### src/rtl/cpu_pkg.sv
// Shared CPU front-end types: bus widths, reset vector and fetch FSM encoding.
package cpu_pkg;

  localparam int unsigned ADDR_W  = 16;
  localparam int unsigned INSTR_W = 16;

  localparam logic [ADDR_W-1:0] RESET_ADDR_DEFAULT = 16'h0000;

  typedef enum logic {
    FS_RUN  = 1'b0,
    FS_HALT = 1'b1
  } fetch_state_e;

  typedef struct packed {
    logic [ADDR_W-1:0]  addr;
    logic [INSTR_W-1:0] data;
  } fetch_entry_t;

endpackage

### src/rtl/ifetch_queue_if.sv
// Fetch front-end bundle: instruction-memory request/response and decode handshake.
interface ifetch_queue_if;

  logic                         redirect;
  logic [cpu_pkg::ADDR_W-1:0]   redirect_addr;
  logic                         hlt;
  logic                         mem_req;
  logic [cpu_pkg::ADDR_W-1:0]   mem_addr;
  logic                         mem_gnt;
  logic                         mem_rvalid;
  logic [cpu_pkg::INSTR_W-1:0]  mem_rdata;
  logic                         instr_valid;
  logic [cpu_pkg::INSTR_W-1:0]  instr;
  logic [cpu_pkg::ADDR_W-1:0]   instr_addr;
  logic                         instr_ready;

  // master is the fetch unit, slave is the memory/decode environment
  modport master (
    input  redirect, redirect_addr, hlt, mem_gnt, mem_rvalid, mem_rdata, instr_ready,
    output mem_req, mem_addr, instr_valid, instr, instr_addr
  );

  modport slave (
    output redirect, redirect_addr, hlt, mem_gnt, mem_rvalid, mem_rdata, instr_ready,
    input  mem_req, mem_addr, instr_valid, instr, instr_addr
  );

endinterface

### src/rtl/fetch_fifo.sv
// Prefetch queue of {addr, data}; flush wins over push and pop.
module fetch_fifo
  import cpu_pkg::*;
#(
  parameter int unsigned DEPTH = 4,
  localparam int unsigned PTR_W = $clog2(DEPTH),
  localparam int unsigned CNT_W = PTR_W + 1
) (
  input  logic             clk,
  input  logic             rst,
  input  logic             flush,
  input  logic             push,
  input  fetch_entry_t     push_entry,
  input  logic             pop,
  output logic [CNT_W-1:0] count,
  output fetch_entry_t     head
);

  fetch_entry_t     mem [DEPTH];
  logic [PTR_W-1:0] wr_ptr;
  logic [PTR_W-1:0] rd_ptr;
  logic             do_push;
  logic             do_pop;

  assign do_pop  = pop && (count != '0);
  assign do_push = push && ((count != CNT_W'(DEPTH)) || do_pop);
  assign head    = mem[rd_ptr];

  always_ff @(posedge clk or posedge rst) begin
    if (rst) begin
      wr_ptr <= '0;
      rd_ptr <= '0;
      count  <= '0;
      for (int i = 0; i < int'(DEPTH); i++) mem[i] <= '0;
    end else if (flush) begin
      wr_ptr <= '0;
      rd_ptr <= '0;
      count  <= '0;
    end else begin
      if (do_push) begin
        mem[wr_ptr] <= push_entry;
        wr_ptr      <= wr_ptr + PTR_W'(1);
      end
      if (do_pop) rd_ptr <= rd_ptr + PTR_W'(1);
      count <= count + CNT_W'(do_push) - CNT_W'(do_pop);
    end
  end

endmodule

### src/rtl/ifetch_queue.sv
// Instruction fetch front end: issues in-order memory requests, buffers responses
// for decode, flushes on redirect and stops issuing after halt.
module ifetch_queue
  import cpu_pkg::*;
#(
  parameter int unsigned       DEPTH      = 4,
  parameter logic [ADDR_W-1:0] RESET_ADDR = RESET_ADDR_DEFAULT
) (
  input logic            clk,
  input logic            rst,
  ifetch_queue_if.master bus
);

  localparam int unsigned CNT_W = $clog2(DEPTH) + 1;
  localparam int unsigned SUM_W = CNT_W + 1;

  fetch_state_e      state;
  fetch_state_e      state_next;
  logic [ADDR_W-1:0] fetch_pc;
  logic [ADDR_W-1:0] resp_pc;
  logic [CNT_W-1:0]  outst;
  logic [CNT_W-1:0]  drop;
  logic [CNT_W-1:0]  count;
  logic              room;
  logic              req;
  logic              grant;
  logic              accept;
  logic              pop;
  fetch_entry_t      push_entry;
  fetch_entry_t      head;

  // queued plus in-flight never exceeds DEPTH, so pushes cannot overflow
  assign room = (SUM_W'(count) + SUM_W'(outst)) < SUM_W'(DEPTH);

  always_ff @(posedge clk or posedge rst) begin
    if (rst) state <= FS_RUN;
    else     state <= state_next;
  end

  always_comb begin
    state_next = state;
    req        = 1'b0;
    case (state)
      FS_RUN: begin
        req = !rst && !bus.redirect && !bus.hlt && room;
        if (bus.hlt) state_next = FS_HALT;
      end
      FS_HALT: state_next = FS_HALT;
    endcase
  end

  assign grant      = req && bus.mem_gnt;
  assign accept     = bus.mem_rvalid && (drop == '0) && !bus.redirect;
  assign pop        = bus.instr_valid && bus.instr_ready;
  assign push_entry = '{addr: resp_pc, data: bus.mem_rdata};

  // On redirect every request still in flight becomes stale
  always_ff @(posedge clk or posedge rst) begin
    if (rst) begin
      fetch_pc <= RESET_ADDR;
      resp_pc  <= RESET_ADDR;
      outst    <= '0;
      drop     <= '0;
    end else if (bus.redirect) begin
      fetch_pc <= bus.redirect_addr;
      resp_pc  <= bus.redirect_addr;
      outst    <= outst - CNT_W'(bus.mem_rvalid);
      drop     <= outst - CNT_W'(bus.mem_rvalid);
    end else begin
      if (grant) fetch_pc <= fetch_pc + ADDR_W'(1);
      if (accept) resp_pc <= resp_pc + ADDR_W'(1);
      outst <= outst + CNT_W'(grant) - CNT_W'(bus.mem_rvalid);
      if (bus.mem_rvalid && (drop != '0)) drop <= drop - CNT_W'(1);
    end
  end

  fetch_fifo #(.DEPTH(DEPTH)) u_fifo (
    .clk        (clk),
    .rst        (rst),
    .flush      (bus.redirect),
    .push       (accept),
    .push_entry (push_entry),
    .pop        (pop),
    .count      (count),
    .head       (head)
  );

  assign bus.mem_req     = req;
  assign bus.mem_addr    = fetch_pc;
  assign bus.instr_valid = (count != '0);
  assign bus.instr       = head.data;
  assign bus.instr_addr  = head.addr;

endmodule
### src/flat_wrapper.sv
// flat-port wrapper written by rule: the top's interface ports become plain ports
module ifetch_queue_flat import cpu_pkg::*;
#(
  parameter int unsigned       DEPTH      = 4,
  parameter logic [ADDR_W-1:0] RESET_ADDR = RESET_ADDR_DEFAULT
)
  (clk, rst, bus_redirect, bus_redirect_addr, bus_hlt, bus_mem_gnt, bus_mem_rvalid, bus_mem_rdata, bus_instr_ready, bus_mem_req, bus_mem_addr, bus_instr_valid, bus_instr, bus_instr_addr);
  ifetch_queue_if bus_i ();
  input logic clk;
  input logic rst;
  input wire logic [$bits(bus_i.redirect)-1:0] bus_redirect;
  input wire logic [$bits(bus_i.redirect_addr)-1:0] bus_redirect_addr;
  input wire logic [$bits(bus_i.hlt)-1:0] bus_hlt;
  input wire logic [$bits(bus_i.mem_gnt)-1:0] bus_mem_gnt;
  input wire logic [$bits(bus_i.mem_rvalid)-1:0] bus_mem_rvalid;
  input wire logic [$bits(bus_i.mem_rdata)-1:0] bus_mem_rdata;
  input wire logic [$bits(bus_i.instr_ready)-1:0] bus_instr_ready;
  output wire logic [$bits(bus_i.mem_req)-1:0] bus_mem_req;
  output wire logic [$bits(bus_i.mem_addr)-1:0] bus_mem_addr;
  output wire logic [$bits(bus_i.instr_valid)-1:0] bus_instr_valid;
  output wire logic [$bits(bus_i.instr)-1:0] bus_instr;
  output wire logic [$bits(bus_i.instr_addr)-1:0] bus_instr_addr;
  assign bus_i.redirect = bus_redirect;
  assign bus_i.redirect_addr = bus_redirect_addr;
  assign bus_i.hlt = bus_hlt;
  assign bus_i.mem_gnt = bus_mem_gnt;
  assign bus_i.mem_rvalid = bus_mem_rvalid;
  assign bus_i.mem_rdata = bus_mem_rdata;
  assign bus_i.instr_ready = bus_instr_ready;
  assign bus_mem_req = bus_i.mem_req;
  assign bus_mem_addr = bus_i.mem_addr;
  assign bus_instr_valid = bus_i.instr_valid;
  assign bus_instr = bus_i.instr;
  assign bus_instr_addr = bus_i.instr_addr;
  ifetch_queue #(.DEPTH(DEPTH), .RESET_ADDR(RESET_ADDR)) u_core (.clk(clk), .rst(rst), .bus(bus_i));
endmodule
### config.mk
export PLATFORM = sky130hd
export DESIGN_NAME = ifetch_queue_flat
export DESIGN_NICKNAME = d
export VERILOG_FILES = /design/src/rtl/cpu_pkg.sv /design/src/rtl/ifetch_queue_if.sv /design/src/rtl/fetch_fifo.sv /design/src/rtl/ifetch_queue.sv /design/src/flat_wrapper.sv
export SDC_FILE = /design/constraint.sdc
export NUM_CORES = 1
export LEC_CHECK = 0
export ABC_AREA = 0
export CORE_ASPECT_RATIO = 0.75
export CORE_MARGIN = 2
export CORE_UTILIZATION = 45
export DETAILED_ROUTE_END_ITERATION = 16
export HOLD_SLACK_MARGIN = 0.03
export PLACE_DENSITY = 0.65
export REMOVE_ABC_BUFFERS = 1
export SLEW_MARGIN = 10
export SYNTH_ARGS = -nofsm -noshare
export SYNTH_HDL_FRONTEND = slang
export SYNTH_HIERARCHICAL = 1
export SYNTH_SLANG_ARGS = --single-unit
### constraint.sdc
create_clock -name clk -period 6.8 [get_ports clk]
set_input_delay 2.04 -clock clk [delete_from_list [all_inputs] [get_ports clk]]
set_output_delay 2.04 -clock clk [all_outputs]
set_load 0.02 [all_outputs]
### Gate families picked out

The bar under the picture is 50 um long.
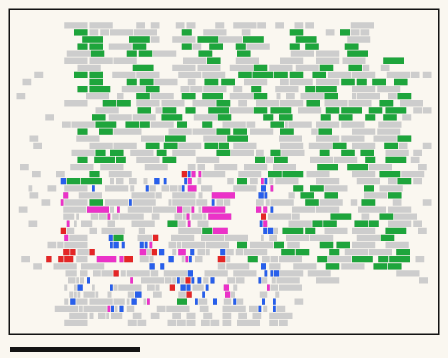
Key: blue = nand cells [cells 60, most used nand2_1]; red = and/or cells [cells 17, most used and3_1]; magenta = nor cells [cells 36, most used nor2_1]; green = mux cells [cells 168, most used mux2_4]
Cell Count, Final, Fillers Out: 947
Comb/total area: 0.393
Commonest Layout Cell: dfrtp_1

==> impl_metrics.py <==
# Auto-generated metrics
metrics = {
    "final_timing": {
        "period_minus_slack_ns": 6.01,
        "rsz0062_at_grt": "false",
        "slew_headroom": 0.367,
    },
    "power_and_ir_drop": {
        "p_switching_uw": 921,
        "clkPwrFrac": 0.311,
        "p_seq_mw": 1.32,
    },
    "hold_path": {
        "min_to": "u_core/state$_DFF_PP0_",
    },
    "global_route": {
        "grt_pass1_wl_um": 31600,
        "gr-usage-met2": 0.314,
        "grtUsageMet3": 0.0346,
        "antenna_found_initial": 0,
    },
    "run_status": {
        "status": "finished clean",
    },
    "yosys": {
        "ys_types": 53,
        "simple_gate_share": 0.0732,
        "netlist_top_cells_count": "dfrtp_1, mux2_4, mux2_2, mux4_2, nand2_1",
        "edf_count": 0,
    },
    "clocking": {
        "cts_buffers": 17,
        "root_buffer": "clkbuf_16",
        "htree_num_levels": 4,
    },
    "floorplan": {
        "core_area_um2": 18700,
    },
    "placed_design": {
        "io_buffers": 88,
    },
    "detailed_routing": {
        "route.met2.wl_um": 9130,
        "wl_met1_um": 9410,
    },
}
### Cell placement

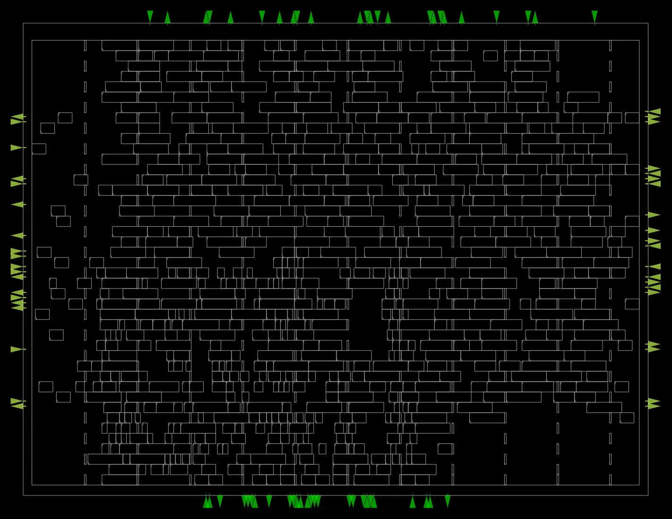
# fillers: 1,450
Rows: 43

==> how the worst max path moves through the flow <==
stage          cells after the start  slack (ns)                                  to            from
2_1_floorplan                      4       -1.19  u_core/u_fifo/mem[125]$_DFFE_PP0P_  bus_mem_rvalid
3_3_place_gp                       4        0.79                         bus_mem_req         bus_hlt
3_5_place_dp                       4        0.74                         bus_mem_req         bus_hlt
4_1_cts                            4        0.74                         bus_mem_req         bus_hlt
5_1_grt                            4        0.68                         bus_mem_req             rst
6_report                           4        0.79                         bus_mem_req         bus_hlt
==> critical path, delay by kind of cell <==
| family | cells | cell delay [ns] |
|---|---|---|
| buffers and inverters | 2 | 1.09 |
| and+or+nand+nor | 2 | 0.83 |
==> through the flow <==
stage | util | setup WS, ns | power [mW] | std cells | hold slack (ns)
final | 0.555 | 0.788 | 3.18 | 947 | 0.484
after global routing | 0.555 | 0.683 | 3.33 | 947 | 0.512
after CTS | 0.555 | 0.740 | 3.21 | 947 | 0.485
after detailed placement | 0.523 | 0.739 | 2.21 | 915 | 0.465
after global placement | 0.523 | 0.789 | 2.18 | 915 | 0.463
after floorplan | - | -1.19 | 1.86 | 570 | 0.445
==> state kept, by name (all words and copies together) (netlist names) <==
register / flops
u_core/drop: 3
u_core/resp_pc: 16
u_core/u_fifo/rd_ptr: 2
u_core/bus.mem_addr: 16
u_core/u_fifo/mem: 128
u_core/u_fifo/count: 3
u_core/state: 1
u_core/u_fifo/wr_ptr: 2
u_core/outst: 3
==> final cells by class <==
cell class,instances,area [um2]
clock inverter,12,134
multi-input combinational,375,4070
inverter,21,81.3
tap,247,309
clock buffer,20,457
sequential,174,4360
timing repair buffer,98,951
fill,1450,8310
No activity file was given, so power comes from the tool's default toggle rates.
